**config.mk**
```make
export PLATFORM = sky130hd
export DESIGN_NAME = ieee_adder_normalize_round
export DESIGN_NICKNAME = d
export VERILOG_FILES = /design/src/rtl/ieee_adder_normalize_round.sv
export SDC_FILE = /design/constraint.sdc
export NUM_CORES = 1
export LEC_CHECK = 0
export ABC_CLOCK_PERIOD_IN_PS = 2280
export CORE_MARGIN = 3
export CORE_UTILIZATION = 50
export CTS_CLUSTER_DIAMETER = 120
export DETAILED_ROUTE_END_ITERATION = 8
export PLACE_DENSITY_LB_ADDON = 0.1
export SLEW_MARGIN = 15
export SYNTH_ARGS = -nofsm -noshare
export SYNTH_HDL_FRONTEND = slang
export SYNTH_SLANG_ARGS = --single-unit
```
**constraint.sdc**
```tcl
create_clock -name clk -period 2.28 [get_ports clk]
set_clock_uncertainty 0.1 [all_clocks]
set_input_delay 0.456 -clock clk [delete_from_list [all_inputs] [get_ports clk]]
set_output_delay 0.456 -clock clk [all_outputs]
set_load 0.1 [all_outputs]
```
**src/rtl/ieee_adder_normalize_round.sv**
```systemverilog
// Normalize-and-round stage after the floating-point adder's significand add.
// Takes the raw sum: sign, larger exponent and an unnormalized significand
// {carry, hidden, fraction, guard bits}. It renormalizes one step per cycle,
// rounds to nearest-even and packs an IEEE754 word. Only one operation is in
// flight, with a valid/ready handshake on both sides.
module ieee_adder_normalize_round #(
  parameter int EXPO_LEN   = 8,
  parameter int SIGNIF_LEN = 23,
  parameter int GUARD_LEN  = 3
) (
  input  logic                               clk,
  input  logic                               rst_n,
  input  logic                               in_valid,
  output logic                               in_ready,
  input  logic                               in_sign,
  input  logic [EXPO_LEN-1:0]                in_exponent,
  input  logic [SIGNIF_LEN+GUARD_LEN+1:0]    in_significand,
  output logic                               out_valid,
  input  logic                               out_ready,
  output logic [EXPO_LEN+SIGNIF_LEN:0]       out_number
);

  localparam int SIG_W     = SIGNIF_LEN + GUARD_LEN + 2;
  localparam int CARRY_B   = SIG_W - 1;
  localparam int HIDDEN_B  = SIG_W - 2;
  localparam int MANT_W    = SIGNIF_LEN + 1;
  localparam int OUT_W     = 1 + EXPO_LEN + SIGNIF_LEN;
  localparam int SHIFT_MAX = SIGNIF_LEN + GUARD_LEN;
  localparam int CNT_W     = $clog2(SHIFT_MAX + 1);

  // Exponent is carried one bit wider so that overflow into all-ones is visible.
  localparam logic [EXPO_LEN:0]  EXP_ONES  = {1'b0, {EXPO_LEN{1'b1}}};
  localparam logic [EXPO_LEN:0]  EXP_ZERO  = '0;
  localparam logic [EXPO_LEN:0]  EXP_ONE   = (EXPO_LEN+1)'(1);
  localparam logic [CNT_W-1:0]   CNT_LIMIT = CNT_W'(SHIFT_MAX);
  localparam logic [CNT_W-1:0]   CNT_ONE   = CNT_W'(1);

  typedef enum logic [1:0] {IDLE, NORM, ROUND, DONE} state_t;

  state_t                state_q;
  logic                  in_ready_q;
  logic                  out_valid_q;
  logic [OUT_W-1:0]      out_number_q;
  logic                  sign_q;
  logic [EXPO_LEN:0]     exp_q;
  logic [SIG_W-1:0]      sig_q;
  logic [CNT_W-1:0]      cnt_q;

  // Datapath next values produced from the current registers.
  logic [SIG_W-1:0]      sig_rshift_d;
  logic [SIG_W-1:0]      sig_lshift_d;
  logic [EXPO_LEN:0]     exp_inc_d;
  logic [EXPO_LEN:0]     exp_dec_d;
  logic [MANT_W:0]       mant_rnd_d;
  logic [EXPO_LEN:0]     exp_rnd_d;
  logic [SIGNIF_LEN-1:0] frac_rnd_d;
  logic [OUT_W-1:0]      round_word_d;

  // Round-to-nearest-even decision: guard set and (sticky or fraction LSB odd).
  function automatic logic rne_inc(input logic [SIG_W-1:0] sig);
    logic g, s, l;
    g = sig[GUARD_LEN-1];
    s = |sig[GUARD_LEN-2:0];
    l = sig[GUARD_LEN];
    return g & (s | l);
  endfunction

  // Saturated result: signed infinity.
  function automatic logic [OUT_W-1:0] inf_word(input logic sign);
    return {sign, {EXPO_LEN{1'b1}}, {SIGNIF_LEN{1'b0}}};
  endfunction

  // Normalization step candidates and the rounded, packed word.
  always_comb begin
    // Right shift keeps the dropped bit alive as sticky in the LSB.
    sig_rshift_d = {1'b0, sig_q[SIG_W-1:2], sig_q[1] | sig_q[0]};
    sig_lshift_d = {sig_q[SIG_W-2:0], 1'b0};
    exp_inc_d    = exp_q + EXP_ONE;
    exp_dec_d    = exp_q - EXP_ONE;

    mant_rnd_d   = {1'b0, sig_q[HIDDEN_B:GUARD_LEN]} + {{MANT_W{1'b0}}, rne_inc(sig_q)};
    if (mant_rnd_d[MANT_W]) begin
      // Rounding carried past the hidden bit: 1.0 at the next binade.
      exp_rnd_d  = exp_inc_d;
      frac_rnd_d = '0;
    end else begin
      // A subnormal that rounds up into the hidden bit becomes the smallest normal.
      exp_rnd_d  = (exp_q == EXP_ZERO && mant_rnd_d[MANT_W-1]) ? EXP_ONE : exp_q;
      frac_rnd_d = mant_rnd_d[SIGNIF_LEN-1:0];
    end

    if (exp_rnd_d == EXP_ONES) begin
      round_word_d = inf_word(sign_q);
    end else begin
      round_word_d = {sign_q, exp_rnd_d[EXPO_LEN-1:0], frac_rnd_d};
    end
  end

  // Control FSM with registered handshake outputs and the operand registers.
  always_ff @(posedge clk or negedge rst_n) begin
    if (!rst_n) begin
      state_q      <= IDLE;
      in_ready_q   <= 1'b1;
      out_valid_q  <= 1'b0;
      out_number_q <= '0;
      sign_q       <= 1'b0;
      exp_q        <= '0;
      sig_q        <= '0;
      cnt_q        <= '0;
    end else begin
      case (state_q)
        IDLE: begin
          if (in_valid) begin
            sign_q     <= in_sign;
            exp_q      <= {1'b0, in_exponent};
            sig_q      <= in_significand;
            cnt_q      <= '0;
            in_ready_q <= 1'b0;
            if (&in_exponent) begin
              // Inf/NaN: keep the fraction payload untouched.
              out_number_q <= {in_sign, in_exponent,
                               in_significand[SIGNIF_LEN+GUARD_LEN-1:GUARD_LEN]};
              out_valid_q  <= 1'b1;
              state_q      <= DONE;
            end else if (in_significand == '0) begin
              out_number_q <= {in_sign, {(EXPO_LEN+SIGNIF_LEN){1'b0}}};
              out_valid_q  <= 1'b1;
              state_q      <= DONE;
            end else begin
              state_q      <= NORM;
            end
          end
        end

        NORM: begin
          if (sig_q[CARRY_B]) begin
            sig_q <= sig_rshift_d;
            exp_q <= exp_inc_d;
            if (exp_inc_d == EXP_ONES) begin
              out_number_q <= inf_word(sign_q);
              out_valid_q  <= 1'b1;
              state_q      <= DONE;
            end
          end else if (!sig_q[HIDDEN_B]) begin
            if (exp_q > EXP_ONE && cnt_q < CNT_LIMIT) begin
              sig_q <= sig_lshift_d;
              exp_q <= exp_dec_d;
              cnt_q <= cnt_q + CNT_ONE;
            end else if (exp_q == EXP_ONE) begin
              // Cannot go lower: the value is subnormal, no shift this step.
              exp_q   <= EXP_ZERO;
              state_q <= ROUND;
            end else begin
              state_q <= ROUND;
            end
          end else begin
            state_q <= ROUND;
          end
        end

        ROUND: begin
          out_number_q <= round_word_d;
          out_valid_q  <= 1'b1;
          state_q      <= DONE;
        end

        DONE: begin
          if (out_ready) begin
            out_valid_q <= 1'b0;
            in_ready_q  <= 1'b1;
            state_q     <= IDLE;
          end
        end

        default: begin
          state_q     <= IDLE;
          in_ready_q  <= 1'b1;
          out_valid_q <= 1'b0;
        end
      endcase
    end
  end

  assign in_ready   = in_ready_q;
  assign out_valid  = out_valid_q;
  assign out_number = out_number_q;

endmodule

```
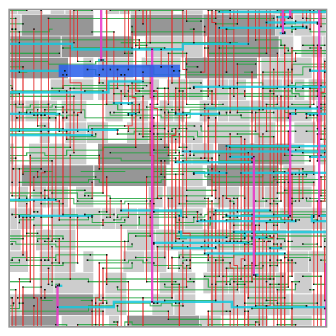
*Layout detail*
Window x 34 to 74, y 34 to 74 um. Cells in grey, sequential cells in the stronger grey; small squares are vias.
Key: M2 = red; M1 = green; M5 = blue; M4 = magenta; M3 = cyan
137 logic cells have their middle in the window. Most frequent: buf_4 (37), dfrtp_1 (16), nand2_1 (12). Netlist names of flops here include sig_q (10), exp_q (3), out_number (2). Sequential cells in the window: 16.

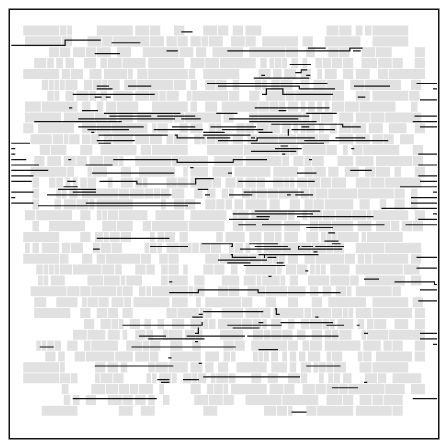
*Met3 routing*
Cells faint in the background.
The wires run mostly horizontal. The layer carries 1670 um of wire.

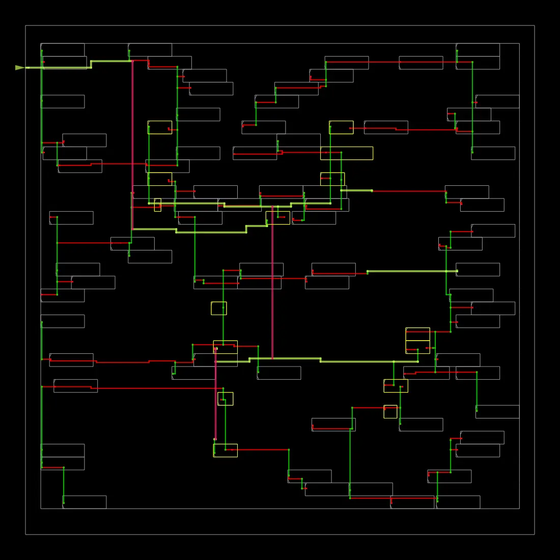
*Clock wiring as the flow saved it*
CTS buffer count: 9
Clk power: 1090 uW
clk sinks: 79
flip-flops: 79

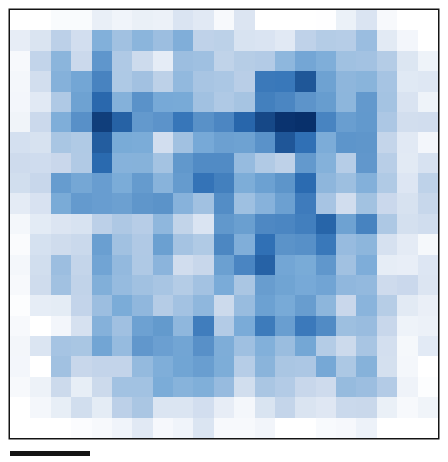
*Signal metal coverage by tile*
The bar under the picture is 20 um long. The die is cut into 21 by 21 equal tiles; white is low, dark blue is high, scaled to the fullest tile. Values are wire area over tile area, all layers added.
25% of the tiles are over half the peak. The mean over all tiles is 0.27. 5.4% of the tiles are nearly empty. The densest ninth of the die: centre. The fullest tile reaches 0.80.
All-Layer GR Usage: 0.3218
via count: 5798
DRT Wirelength: 18650 um

==> metrics.yaml <==
synth:
  top_cells_by_count: "dfrtp_1 (78), nand2_1 (72), o21ai_0 (47)"
  simple_gate_area_frac: 0.2466
  ys_sh_adder: 0.02935
  synth_warnings: 0
  synthesis.area_per_instance_sq_um: 8.596
  async_reset_ff_frac: 1.000
  synth_flop_count: 79
  flop_cell: "dfrtp_1"
  synth-edff-count: 0
  post-synth-top-area-cell: "dfrtp_1"
  top_cells_by_area: "dfrtp_1 (38%), nand2_1 (5.3%), a221o_1 (4.9%), o21ai_0 (4.6%), a221oi_1 (4.5%)"
status:
  violations: "negative setup slack"
  status: "complete, but fails checks"
layout:
  comb_area_sq_mm: 0.003319
  finalNetCount: 836
  drive_gt1_frac: 0.3901
  flop_area_sq_mm: 0.001978
  nFillCells: 678
  diodes: 0
detailed_routing:
  drtPass1Iterations: 5
  viasPerCell: 6.302
  drt_iter0_drc: 623
  met3_length_um: 1671
grt:
  grt_max_degree: 43
  grt_pass1_vias: 5508
  grt.busiest_layer: "met2"
  antenna_found_initial: 1
power:
  powerDensity_mw_per_mm2: 1602
  p_total_uw: 12390
  p_comb_uw: 8840
  switching_share: 0.5088
worst_hold_path:
  min_to: "out_number[20]$_DFFE_PN0P_"
  min_from: "in_significand[23]"
  hold_depth: 2
  hold_class: "input pin to register"
worst_setup_path:
  crit_arrival_ns: 2.68
  startpoint: "in_significand[6]"
  crit_family: "simple AND/OR/NAND/NOR gates"
  r2r-start: "exp_q[0]$_DFFE_PN0P_"
  crit_end: "out_number[0]$_DFFE_PN0P_"
  crit_path_end_kind: "register"
  path_cells: "clkdlybuf4s15_1 > nor4_2 > nand2_1 > or4b_4 > a311o_2 > buf_12 > clkbuf_16 > a221o_1"
  worstSetupPathType: "input pin to register"
floorplan:
  io_pins: 75
  die_area_sq_mm: 0.01148
  core_region_area_sq_mm: 0.009864
clock_network:
  clockBufferDepth: 2
  postCtsHoldBufs: 1
  cts_tree: "built"
  insertion_delay_ns: 0.36
  post-cts-setup-buffer-count: 9
timing:
  slew-limit-headroom: 0.6158
  setup_violations: 33
  timing.hold.ws_ns: 0.3026
  setup_ws_ns: -0.2543
placed_design:
  io_buffer_count: 74
  hpwl_um: 12930
Power is estimated from default activity; no workload was simulated.
